File: src/rtl/uart_boot_loader.sv
// uart_boot_loader
//   Sequencer between a UART byte receiver and instruction/data memory.
//   Parses a framed download:
//     SYNC_BYTE, count[7:0], count[15:8], then count little-endian 32-bit words.
//   Each word is written over a req/ack handshake to consecutive word
//   addresses starting at BASE_ADDR.
//   The CPU is held in reset until the whole image has been written.
//
// Optional feature (macro BOOT_CHECKSUM_EN):
//   An 8-bit XOR of all data bytes is accumulated.
//   After the last word the next byte must match it, otherwise ERROR.
//
// Parameters:
//   ADDR_W     memory byte-address width
//   BASE_ADDR  byte address of the first word written
//   SYNC_BYTE  frame start marker
//
// Ports:
//   i_clk, i_rst_n          clock, asynchronous active-low reset
//   i_rx_data, i_rx_valid   received byte + single-cycle valid
//   i_restart               re-arms the loader from DONE or ERROR
//   o_mem_req, o_mem_addr,
//   o_mem_wdata, i_mem_ack  memory write handshake; request held until ack
//   o_cpu_rst_n             CPU reset (active-low), released once loaded
//   o_busy                  frame in progress
//   o_done                  image loaded
//   o_error                 sticky error (sync lost / overrun / bad checksum)

module uart_boot_loader #(
  parameter int                ADDR_W    = 32,
  parameter logic [ADDR_W-1:0] BASE_ADDR = '0,
  parameter logic [7:0]        SYNC_BYTE = 8'hA5
) (
  input  logic              i_clk,
  input  logic              i_rst_n,
  input  logic [7:0]        i_rx_data,
  input  logic              i_rx_valid,
  input  logic              i_restart,
  output logic              o_mem_req,
  output logic [ADDR_W-1:0] o_mem_addr,
  output logic [31:0]       o_mem_wdata,
  input  logic              i_mem_ack,
  output logic              o_cpu_rst_n,
  output logic              o_busy,
  output logic              o_done,
  output logic              o_error
);

  typedef enum logic [2:0] {
    S_IDLE,
    S_LEN0,
    S_LEN1,
    S_DATA,
    S_WRITE,
    S_DONE,
    S_ERROR
`ifdef BOOT_CHECKSUM_EN
    , S_CHK
`endif
  } state_t;

  // State entered once the last word has been written (or for an empty image).
`ifdef BOOT_CHECKSUM_EN
  localparam state_t S_FINAL = S_CHK;
`else
  localparam state_t S_FINAL = S_DONE;
`endif

  state_t            state, state_next;
  logic [15:0]       remaining;   // count low byte is parked here in LEN0
  logic [1:0]        byte_idx;
  logic [23:0]       word_lo;     // bytes 0..2 of the word being assembled
  logic              pend_valid;
  logic [7:0]        pend_data;
  logic [ADDR_W-1:0] addr;
  logic [31:0]       wdata;
  logic              done_q;

  logic              rx_in_write;
  logic              overrun;
  logic              write_ack;
  logic              last_word;
  logic              count_zero;
  logic              carry_valid;
  logic [7:0]        carry_byte;
  logic              in_chk;

  // A byte arriving during WRITE while one is already parked is an overrun;
  // the overrun takes priority over a simultaneous ack.
  assign rx_in_write = (state == S_WRITE) && i_rx_valid;
  assign overrun     = rx_in_write && pend_valid;
  assign write_ack   = (state == S_WRITE) && i_mem_ack && !overrun;
  assign last_word   = (remaining == 16'd1);
  assign count_zero  = (i_rx_data == 8'd0) && (remaining[7:0] == 8'd0);

  // Byte that becomes index 0 of the next word when a write completes:
  // the parked byte if any, else one arriving in the ack cycle itself.
  assign carry_valid = pend_valid || rx_in_write;
  assign carry_byte  = pend_valid ? pend_data : i_rx_data;

`ifdef BOOT_CHECKSUM_EN
  logic [7:0] chk_acc;
  logic       chk_byte_valid;
  logic [7:0] chk_byte;

  // A byte parked during the last write is the checksum byte.
  assign chk_byte_valid = pend_valid || i_rx_valid;
  assign chk_byte       = pend_valid ? pend_data : i_rx_data;
  assign in_chk         = (state == S_CHK);

  always_ff @(posedge i_clk or negedge i_rst_n) begin
    if (!i_rst_n) begin
      chk_acc <= 8'd0;
    end else if ((state == S_LEN0) && i_rx_valid) begin
      chk_acc <= 8'd0;
    end else if ((state == S_DATA) && i_rx_valid) begin
      chk_acc <= chk_acc ^ i_rx_data;
    end else if (write_ack && !last_word && carry_valid) begin
      chk_acc <= chk_acc ^ carry_byte;
    end
  end
`else
  assign in_chk = 1'b0;
`endif

  // State register.
  always_ff @(posedge i_clk or negedge i_rst_n) begin
    if (!i_rst_n) begin
      state <= S_IDLE;
    end else begin
      // NOTE: clocked processes use non-blocking assignments so every
      // register samples the pre-edge values regardless of statement order.
      state <= state_next;
    end
  end

  // Next-state logic.
  always_comb begin
    // NOTE: the default assignment covers every path through the case, so
    // no latch is inferred for state_next.
    state_next = state;
    case (state)
      S_IDLE:  if (i_rx_valid && (i_rx_data == SYNC_BYTE)) state_next = S_LEN0;
      S_LEN0:  if (i_rx_valid) state_next = S_LEN1;
      S_LEN1:  if (i_rx_valid) state_next = count_zero ? S_FINAL : S_DATA;
      S_DATA:  if (i_rx_valid && (byte_idx == 2'd3)) state_next = S_WRITE;
      S_WRITE: begin
        if (overrun)        state_next = S_ERROR;
        else if (write_ack) state_next = last_word ? S_FINAL : S_DATA;
      end
`ifdef BOOT_CHECKSUM_EN
      S_CHK:   if (chk_byte_valid) state_next = (chk_byte == chk_acc) ? S_DONE : S_ERROR;
`endif
      S_DONE:  if (i_restart) state_next = S_IDLE;
      S_ERROR: if (i_restart) state_next = S_IDLE;
      default: state_next = S_IDLE;
    endcase
  end

  // Datapath: length, word assembly, address and pending byte.
  always_ff @(posedge i_clk or negedge i_rst_n) begin
    if (!i_rst_n) begin
      remaining  <= 16'd0;
      byte_idx   <= 2'd0;
      word_lo    <= 24'd0;
      pend_valid <= 1'b0;
      pend_data  <= 8'd0;
      addr       <= BASE_ADDR;
      wdata      <= 32'd0;
    end else begin
      case (state)
        S_IDLE: pend_valid <= 1'b0;
        S_LEN0: if (i_rx_valid) remaining[7:0] <= i_rx_data;
        S_LEN1: begin
          if (i_rx_valid) begin
            remaining[15:8] <= i_rx_data;
            addr            <= BASE_ADDR;
            byte_idx        <= 2'd0;
            pend_valid      <= 1'b0;
          end
        end
        S_DATA: begin
          if (i_rx_valid) begin
            byte_idx <= byte_idx + 2'd1;
            case (byte_idx)
              2'd0:    word_lo[7:0]   <= i_rx_data;
              2'd1:    word_lo[15:8]  <= i_rx_data;
              2'd2:    word_lo[23:16] <= i_rx_data;
              default: wdata          <= {i_rx_data, word_lo};
            endcase
          end
        end
        S_WRITE: begin
          if (write_ack) begin
            addr      <= addr + ADDR_W'(4);
            remaining <= remaining - 16'd1;
          end
          if (write_ack && !last_word) begin
            // Start the next word with the carried byte, if there is one.
            if (carry_valid) begin
              word_lo[7:0] <= carry_byte;
              byte_idx     <= 2'd1;
              pend_valid   <= 1'b0;
            end else begin
              byte_idx <= 2'd0;
            end
          end else if (rx_in_write && !pend_valid) begin
            pend_valid <= 1'b1;
            pend_data  <= i_rx_data;
          end
        end
        default: pend_valid <= 1'b0;
      endcase
    end
  end

  // o_done / o_cpu_rst_n follow DONE by one cycle and drop with the restart.
  always_ff @(posedge i_clk or negedge i_rst_n) begin
    if (!i_rst_n) begin
      done_q <= 1'b0;
    end else begin
      done_q <= (state == S_DONE) && !i_restart;
    end
  end

  // The request is a pure state decode, so an asynchronous reset drops it
  // at once.
  assign o_mem_req   = (state == S_WRITE);
  assign o_mem_addr  = addr;
  assign o_mem_wdata = wdata;
  assign o_done      = done_q;
  assign o_cpu_rst_n = done_q;
  assign o_error     = (state == S_ERROR);
  assign o_busy      = in_chk || (state inside {S_LEN0, S_LEN1, S_DATA, S_WRITE});

endmodule
File: config.mk
export PLATFORM = sky130hd
export DESIGN_NAME = uart_boot_loader
export DESIGN_NICKNAME = d
export VERILOG_FILES = /design/src/rtl/uart_boot_loader.sv
export SDC_FILE = /design/constraint.sdc
export NUM_CORES = 1
export LEC_CHECK = 0
export CORE_AREA = 4 4 153 140
export DETAILED_ROUTE_END_ITERATION = 10
export DIE_AREA = 0 0 157 144
export HOLD_SLACK_MARGIN = 0.12
export REMOVE_ABC_BUFFERS = 1
export SETUP_SLACK_MARGIN = 0.3
export SLEW_MARGIN = 20
export SYNTH_ARGS = -nofsm -noshare
export SYNTH_HDL_FRONTEND = slang
export SYNTH_SLANG_ARGS = --single-unit
File: constraint.sdc
create_clock -name i_clk -period 3.6 [get_ports i_clk]
set_input_delay 0.72 -clock i_clk [delete_from_list [all_inputs] [get_ports i_clk]]
set_output_delay 0.72 -clock i_clk [all_outputs]
set_load 0.02 [all_outputs]
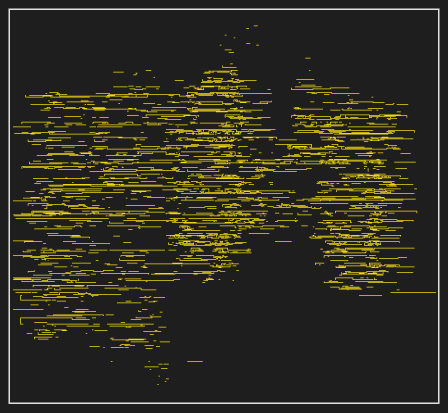
Figure 1: the metal 1 layer.
The layer carries 6730 um of wire. The longest straight run is 34.0 um.

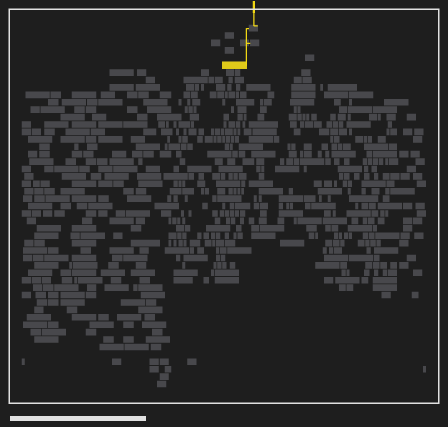
Figure 2: nets reached from selected ports.
The bar under the picture is 50 um long.
Key: yellow = `o_cpu_rst_n` [direction output, edge top, end cells 1, buffers 1, wire 22.9 um]

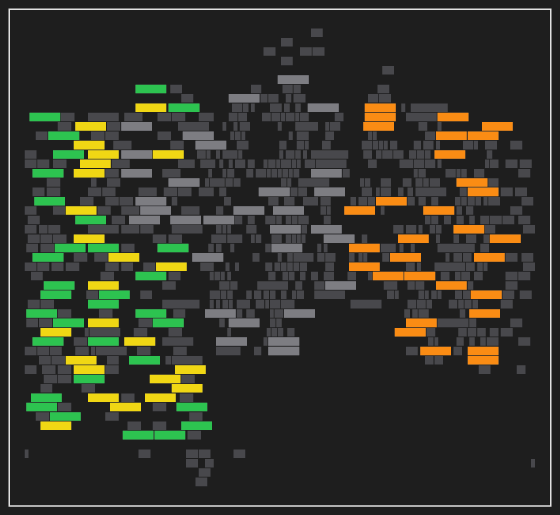
Figure 3: register map, names as in the netlist.
Key: green = `o_mem_wdata` [flops 32]; orange = `o_mem_addr` [flops 30]; yellow = `word_lo` [flops 24]
Another 31 sequential cells are not colored.

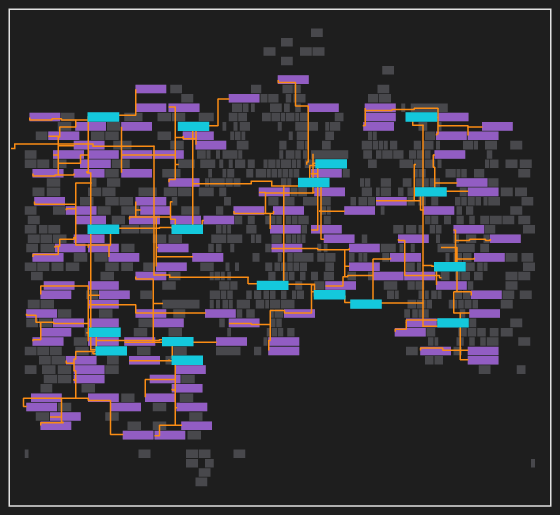
Figure 4: clock wires, drivers and flops.
Key: orange = clock wires [length 1630 um]; purple = flip-flops [count 117]; cyan = cells driving clock nets [count 17]
There are 18 routed clock nets.

==> results.cfg <==
; yosys + openroad results
[status]
run_status = finished, final reports clean

[setup_path]
critPathLaunchType = flop
critPathCapture = o_mem_req
reg2reg_slack_ps = 860
reg2reg_to = pend_data[5]
cp.arrival_ps = 2370

[sta]
max_freq_mhz = 324
drv_slew = 0
fin_ws_ps = 512
rsz0062_at_grt = no
worst_pin_slew_ps = 767

[placed_design]
place_ws_ps = 494

[global_route]
met1_usage_pct = 17.8
grt_pass1_vias = 4822
grt_pass1_wl_um = 25000

[power_and_ir_drop]
swShare_pct = 32.2
power_density_nw_per_um2 = 689
switchingPower_mw = 1.67
peakVddDrop_uv = 371

[clock_network]
cts_tree = done
clk_path_buf_depth = 2
postCtsSetupBuffers = 0
htree_levels = 4

[cells_and_area]
clk_share_pct = 8.29
final_nets = 634
inverters_excl_clock = 13
drive_above_1_share_pct = 20.9
seq_share_pct = 38.9
nClkBuffers = 20
largest_cell_class = flip-flops and latches
largest_reg_flops = 32

[synth]
synth-simple-area-share_pct = 16.1
top_area_cell = dfrtp_1
synth_cells = 537
yosys_area_sq_um = 5850
top_logic_kind = simple AND/OR/NAND/NOR gates
synth-xor-area-share_pct = 1.65
synth_async_sr_flop_share_pct = 100
synthTopCellsByCount = dfrtp_1 (117), mux2_2 (66), nand2_1 (36), nor2_1 (36), a21oi_1 (29)
ys_sh_mux_pct = 14.7

[die]
rows = 49
die_x_um = 157
n_tap_cell = 255

[detailed_routing]
routed_via_density = 5.29
wl_per_cell_um = 17.2
routed_wl_um = 15100
per-layer routing:
layer  wire [um]  up-vias
met5           0        -
met4         239        0
met3        1050       22
met2        7120      166
met1        6730     2345
li1            -     2127
power groups by stage:
| stage | Combinational (mW) | Clock [mW] | Sequential, mW |
|---|---|---|---|
| finish | 1.47 | 1.79 | 1.93 |
| global route | 1.60 | 1.89 | 1.97 |
| CTS | 1.47 | 1.82 | 1.92 |
| detailed placement | 1.46 | 0 | 1.93 |
| global placement | 1.41 | 0 | 1.91 |
| floorplan | 0.821 | 0 | 1.99 |
metrics by stage:
step           util, %  total power, mW  hold WS [ps]
3_5_place_dp      34.8             3.39           488
6_report          38.0             5.18           354
3_3_place_gp      34.8             3.32           483
4_1_cts           38.0             5.21           369
5_1_grt           38.0             5.47           401
2_1_floorplan        -             2.81           424
Power and IR drop assume default switching activity.
